===== config.mk =====
export PLATFORM = sky130hd
export DESIGN_NAME = gnn_out_serializer
export DESIGN_NICKNAME = d
export VERILOG_FILES = /design/src/rtl/gnn_out_serializer.sv
export SDC_FILE = /design/constraint.sdc
export NUM_CORES = 1
export LEC_CHECK = 0
export ABC_AREA = 0
export CORE_MARGIN = 4
export CORE_UTILIZATION = 53
export DETAILED_ROUTE_END_ITERATION = 6
export PLACE_DENSITY_LB_ADDON = 0.1
export SYNTH_ARGS = -nofsm -noshare
export SYNTH_HDL_FRONTEND = slang
export SYNTH_SLANG_ARGS = --single-unit

===== constraint.sdc =====
create_clock -name clk -period 15.4 [get_ports clk]
set_clock_uncertainty 0.05 [all_clocks]
set_input_delay 3.85 -clock clk [delete_from_list [all_inputs] [get_ports clk]]
set_output_delay 3.85 -clock clk [all_outputs]
set_load 0.05 [all_outputs]

===== src/rtl/gnn_out_serializer.sv =====
// gnn_out_serializer: captures eight signed 21-bit layer-2 results when
// all ready flags agree, then streams them as valid/ready beats.
//
// Ports:
//   clk, rst                   clock, async active-high reset
//   outK_nodeN                 signed results (beat index N*2+K)
//   out1K_ready_nodeN          per-result ready flags
//   m_ready                    downstream accepts the current beat
//   sticky_clr                 clears overflow / flag_err
//   m_valid, m_data, m_idx     beat valid, signed data, index
//   m_last                     high on the index-7 beat
//   busy                       high while draining a frame
//   overflow                   sticky: a frame arrived mid-drain, dropped
//   flag_err                   sticky: ready flags disagreed
//   frame_cnt                  completed frames, modulo 256
module gnn_out_serializer (
    input  logic               clk,
    input  logic               rst,
    input  logic signed [20:0] out0_node0,
    input  logic signed [20:0] out1_node0,
    input  logic signed [20:0] out0_node1,
    input  logic signed [20:0] out1_node1,
    input  logic signed [20:0] out0_node2,
    input  logic signed [20:0] out1_node2,
    input  logic signed [20:0] out0_node3,
    input  logic signed [20:0] out1_node3,
    input  logic               out10_ready_node0,
    input  logic               out11_ready_node0,
    input  logic               out10_ready_node1,
    input  logic               out11_ready_node1,
    input  logic               out10_ready_node2,
    input  logic               out11_ready_node2,
    input  logic               out10_ready_node3,
    input  logic               out11_ready_node3,
    input  logic               m_ready,
    input  logic               sticky_clr,
    output logic               m_valid,
    output logic signed [20:0] m_data,
    output logic [2:0]         m_idx,
    output logic               m_last,
    output logic               busy,
    output logic               overflow,
    output logic               flag_err,
    output logic [7:0]         frame_cnt
);

    typedef enum logic {IDLE, DRAIN} state_t;

    state_t             state_q, state_d;
    logic [2:0]         idx_q, idx_d;
    logic signed [20:0] buf_q [8];
    logic signed [20:0] buf_d [8];
    logic signed [20:0] din   [8];
    logic               ovf_q, ovf_d;
    logic               ferr_q, ferr_d;
    logic [7:0]         fc_q, fc_d;
    logic [7:0]         rdy;
    logic               capture, partial;
    logic               xfer, last_xfer;

    // Bit position equals beat index node*2 + out.
    assign rdy = {out11_ready_node3, out10_ready_node3,
                  out11_ready_node2, out10_ready_node2,
                  out11_ready_node1, out10_ready_node1,
                  out11_ready_node0, out10_ready_node0};

    always_comb begin
        din[0] = out0_node0;
        din[1] = out1_node0;
        din[2] = out0_node1;
        din[3] = out1_node1;
        din[4] = out0_node2;
        din[5] = out1_node2;
        din[6] = out0_node3;
        din[7] = out1_node3;
    end

    assign capture   = &rdy;
    assign partial   = (|rdy) & ~capture;
    assign xfer      = (state_q == DRAIN) && m_ready;
    assign last_xfer = xfer && (idx_q == 3'd7);

    always_comb begin
        state_d = state_q;
        idx_d   = idx_q;
        buf_d   = buf_q;
        fc_d    = fc_q;
        // Clear first so that a same-cycle set event overrides it.
        ovf_d   = sticky_clr ? 1'b0 : ovf_q;
        ferr_d  = sticky_clr ? 1'b0 : ferr_q;
        if (partial) ferr_d = 1'b1;
        unique case (state_q)
            IDLE: begin
                if (capture) begin
                    buf_d   = din;
                    idx_d   = 3'd0;
                    state_d = DRAIN;
                end
            end
            DRAIN: begin
                if (last_xfer) begin
                    fc_d = fc_q + 8'd1;
                    if (capture) begin
                        // Back-to-back frame: reload with no bubble.
                        buf_d = din;
                        idx_d = 3'd0;
                    end else begin
                        // idx stays at 7 so m_data/m_idx hold in IDLE.
                        state_d = IDLE;
                    end
                end else begin
                    if (xfer) idx_d = idx_q + 3'd1;
                    if (capture) ovf_d = 1'b1;
                end
            end
        endcase
    end

    always_ff @(posedge clk or posedge rst) begin
        if (rst) begin
            state_q <= IDLE;
            idx_q   <= 3'd0;
            ovf_q   <= 1'b0;
            ferr_q  <= 1'b0;
            fc_q    <= 8'd0;
            for (int i = 0; i < 8; i++) buf_q[i] <= '0;
        end else begin
            state_q <= state_d;
            idx_q   <= idx_d;
            ovf_q   <= ovf_d;
            ferr_q  <= ferr_d;
            fc_q    <= fc_d;
            buf_q   <= buf_d;
        end
    end

    assign m_valid   = (state_q == DRAIN);
    assign m_data    = buf_q[idx_q];
    assign m_idx     = idx_q;
    assign m_last    = m_valid && (idx_q == 3'd7);
    assign busy      = m_valid;
    assign overflow  = ovf_q;
    assign flag_err  = ferr_q;
    assign frame_cnt = fc_q;

endmodule

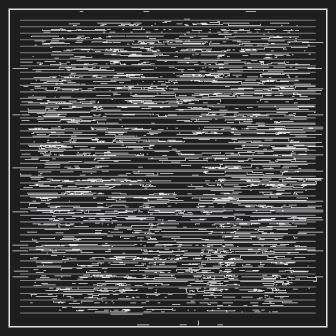
(images/layer_met1.png)
Supply wires on this layer in grey.
nets with wire on the layer: 836
main direction: horizontal
wire length on this layer: 8490 um

==> out/qor.csv <==
stage,metric,value,unit
outcome,outcome,"finished, final reports clean",
final_timing,finalHoldViolations,0,
grt,grt_first_pass_wirelength,30.8,mm
synth,mux_share,35.0,%
final_timing,min_period,7.11,ns
finish,design_area,11000,um2
grt,grt_usage,22.7,%
pwr,p_seq_share,42.2,%
cts,root_buffer,clkbuf_16,
setup_path,crit_top_cell,nand2_1,
synth,yosys_cells,538,
cts,cts.clk_slew.worst_paths,0.06,ns
floorplanning,core_area,15100,um2
worst_hold_path,min_to,frame_cnt[7],
worst_hold_path,worstHoldStart,frame_cnt[7],
synth,synthAdderAreaFrac,0.460,%
routing,drtAntennaViolNets,0,
synth,synthCells,538,
routing,maxUsedRoutingLayer,met4,
pwr,power_frac_comb,25.9,%
routing,vias,5182,
setup_path,endpoint_kind,output port,
setup_path,reg2reg_slack,10.91,ns
pwr,p_leak,5.17,nW
synth,ys_sh_aoi,0.981,%
pwr,powerDensity,129,nW/um2
setup_path,critPathArrivalTime,3.21,ns
synth,enable_flop_cells,0,
pwr,vdd_ir_drop_max,0.0919,mV
cts,cts_tree,done,
setup_path,crit_type,flop to output port,
cts,post_cts_buffers,0,
synth,ys_ff,182,
floorplanning,die_h,132,um
final_timing,rsz0062_at_grt,false,
place,place_congestion,0.812,
worst_hold_path,hp-class,flop to flop,
finish,final_core_util,72.8,%
place,hpwl,13.6,mm
finish,fill_cells,994,
place,place_ws,8.09,ns
finish,fin_cells,943,
place,dpl_cell_area,10400,um2
cts,clk_latency,0.42,ns
pwr,p_sw,441,uW
finish,drive_gt1_share,19.6,%
finish,area_growth,34.9,%
final_timing,tightest_slew,1.26,ns
synth,topCombFamilyByArea,multiplexers,
final_timing,timing.hold.ws,0.416,ns
pwr,intPower,977,uW
synth,syn_nets,721,
routing,viasPerCell,5.50,
setup_path,cp_max_fo,25,
synth,ys.flop_type,dfrtp_1,
place,placed_cells,912,
pwr,finalPower,1.42,mW
synth,synth-simple-area-share,4.27,%
final_timing,setup-tns-final,0,ns
routing,drc_errors,0,
floorplanning,io-pin-count,217,
floorplanning,core_util_floorplan,53.9,%
routing,wl_met3,1.11,mm
setup_path,r2r_end,buf_q[156],
final_timing,min_period_over_period,46.2,%
setup_path,crit_path_start_kind,flop,
worst_hold_path,holdPathStages,1,
setup_path,crit_chain,"inv_1, nand2_1, nand2_1, clkdlybuf4s50_1",
grt,antenna_found_initial,0,
floorplanning,rows,45,
cts,htreeDepth,4,
grt,overflow,0,
floorplanning,dieArea,17500,um2
cts,clock_sinks,182,
cts,cts_buffers,17,
synth,top_cell_area_share,55.8,%
final_timing,maxSlewViolCount,0,
final_timing,setup_viol,0,
routing,wirelength,19.3,mm
place,io_buffers,216,
setup_path,r2r_cells,7,
synth,postSynthSeqShare,55.8,%
synth,synth_area_leader_cell,dfrtp_1,
grt,grt_pass1_vias,5673,
routing,firstDrtPassIters,4,
cts,cts_resized,0,
routing,met2WireLength,9.25,mm
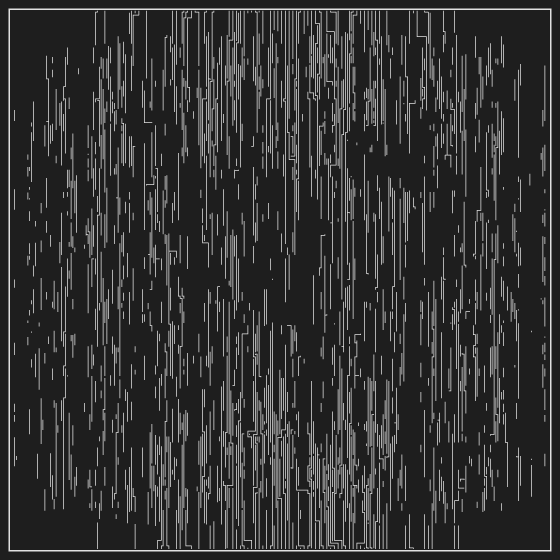
(images/layer_met2.png)
longest straight run: 54.6 um
share of all routed wire: 48%
wire length on this layer: 9250 um
nets with wire on the layer: 832

[registers in the layout (all words and copies together) (netlist names)]
signal / cells
frame_cnt: 8
flag_err: 1
buf_q: 168
overflow: 1
busy: 1
m_idx: 3
[cell usage in the layout (no fill, tap or decap), drive strengths merged]
cell type,count
a211oi,1
a22oi,1
a2bb2oi,1
a32o,1
and2,1
and3,2
buf,4
bufinv,4
clkbuf,19
clkdlybuf4s50,216
clkinv,2
clkinvlp,4
dfrtp,182
ha,3
inv,8
mux2,169
mux2i,1
mux4,42
nand2,69
nand4,5
nor2,2
nor2b,1
nor3,1
nor4,1
o21ai,1
o22ai,3
o2bb2ai,2
or4,2
xnor2,4
xor2,3
[synth_stat cells (3+ instances only)]
master / instances
nand4_1: 5
clkbuf_1: 9
ha_1: 3
mux2_1: 100
xnor2_1: 4
mux4_2: 42
nand2_1: 69
mux2_2: 69
o22ai_1: 3
inv_1: 6
buf_4: 13
buf_2: 9
dfrtp_1: 182
xor2_1: 3
[worst max path at each step]
stage             start          to  slack, ns  cells past startpoint
2_1_floorplan       rst    buf_q[0]       6.56                      1
3_3_place_gp    m_ready  buf_q[111]       8.20                      6
3_5_place_dp    m_ready  buf_q[155]       8.09                      6
4_1_cts        m_idx[2]  m_data[18]       8.19                      4
5_1_grt        m_idx[2]  m_data[18]       8.10                      4
6_report       m_idx[2]  m_data[18]       8.29                      4
[power by group through the flow]
stage          clock network (mW)  logic, mW  registers, mW
2_1_floorplan                   0      0.264          0.564
3_3_place_gp                    0      0.365          0.608
3_5_place_dp                    0      0.370          0.611
4_1_cts                     0.461      0.371          0.602
5_1_grt                     0.480      0.389          0.612
6_report                    0.451      0.368          0.599
[area by class of cell]
class	count	area, um2	area share, %
clock inverter	12	178	1.61
multi-input combinational	316	3390	30.8
timing repair buffer	220	2190	19.9
sequential	182	4560	41.4
clock buffer	19	433	3.93
inverter	6	27.5	0.250
tap	188	235	2.13
[metal layers]
layer / global-route usage [%] / vias up
li1: - / 2357
met1: 31.0 / 2637
met2: 35.7 / 160
met3: 6.45 / 28
met4: 7.23 / 0
met5: 0 / -
[critical path: cells and delay by family (launching register included)]
kind | cells | cell delay [ns]
buffers and inverters | 2 | 1.36
DFF | 1 | 1.02
and+or+nand+nor | 2 | 0.41
[kinds of logic (layout without fill, tap and decap cells)]
kind of cell / count (synthesis) / after routing
compound gates: 10 / 10
fa+ha+maj: 3 / 3
flops: 182 / 182
buf+inv: 40 / 257
simple gates: 84 / 84
mux: 212 / 212
xor+xnor: 7 / 7
Power and IR drop assume default switching activity.
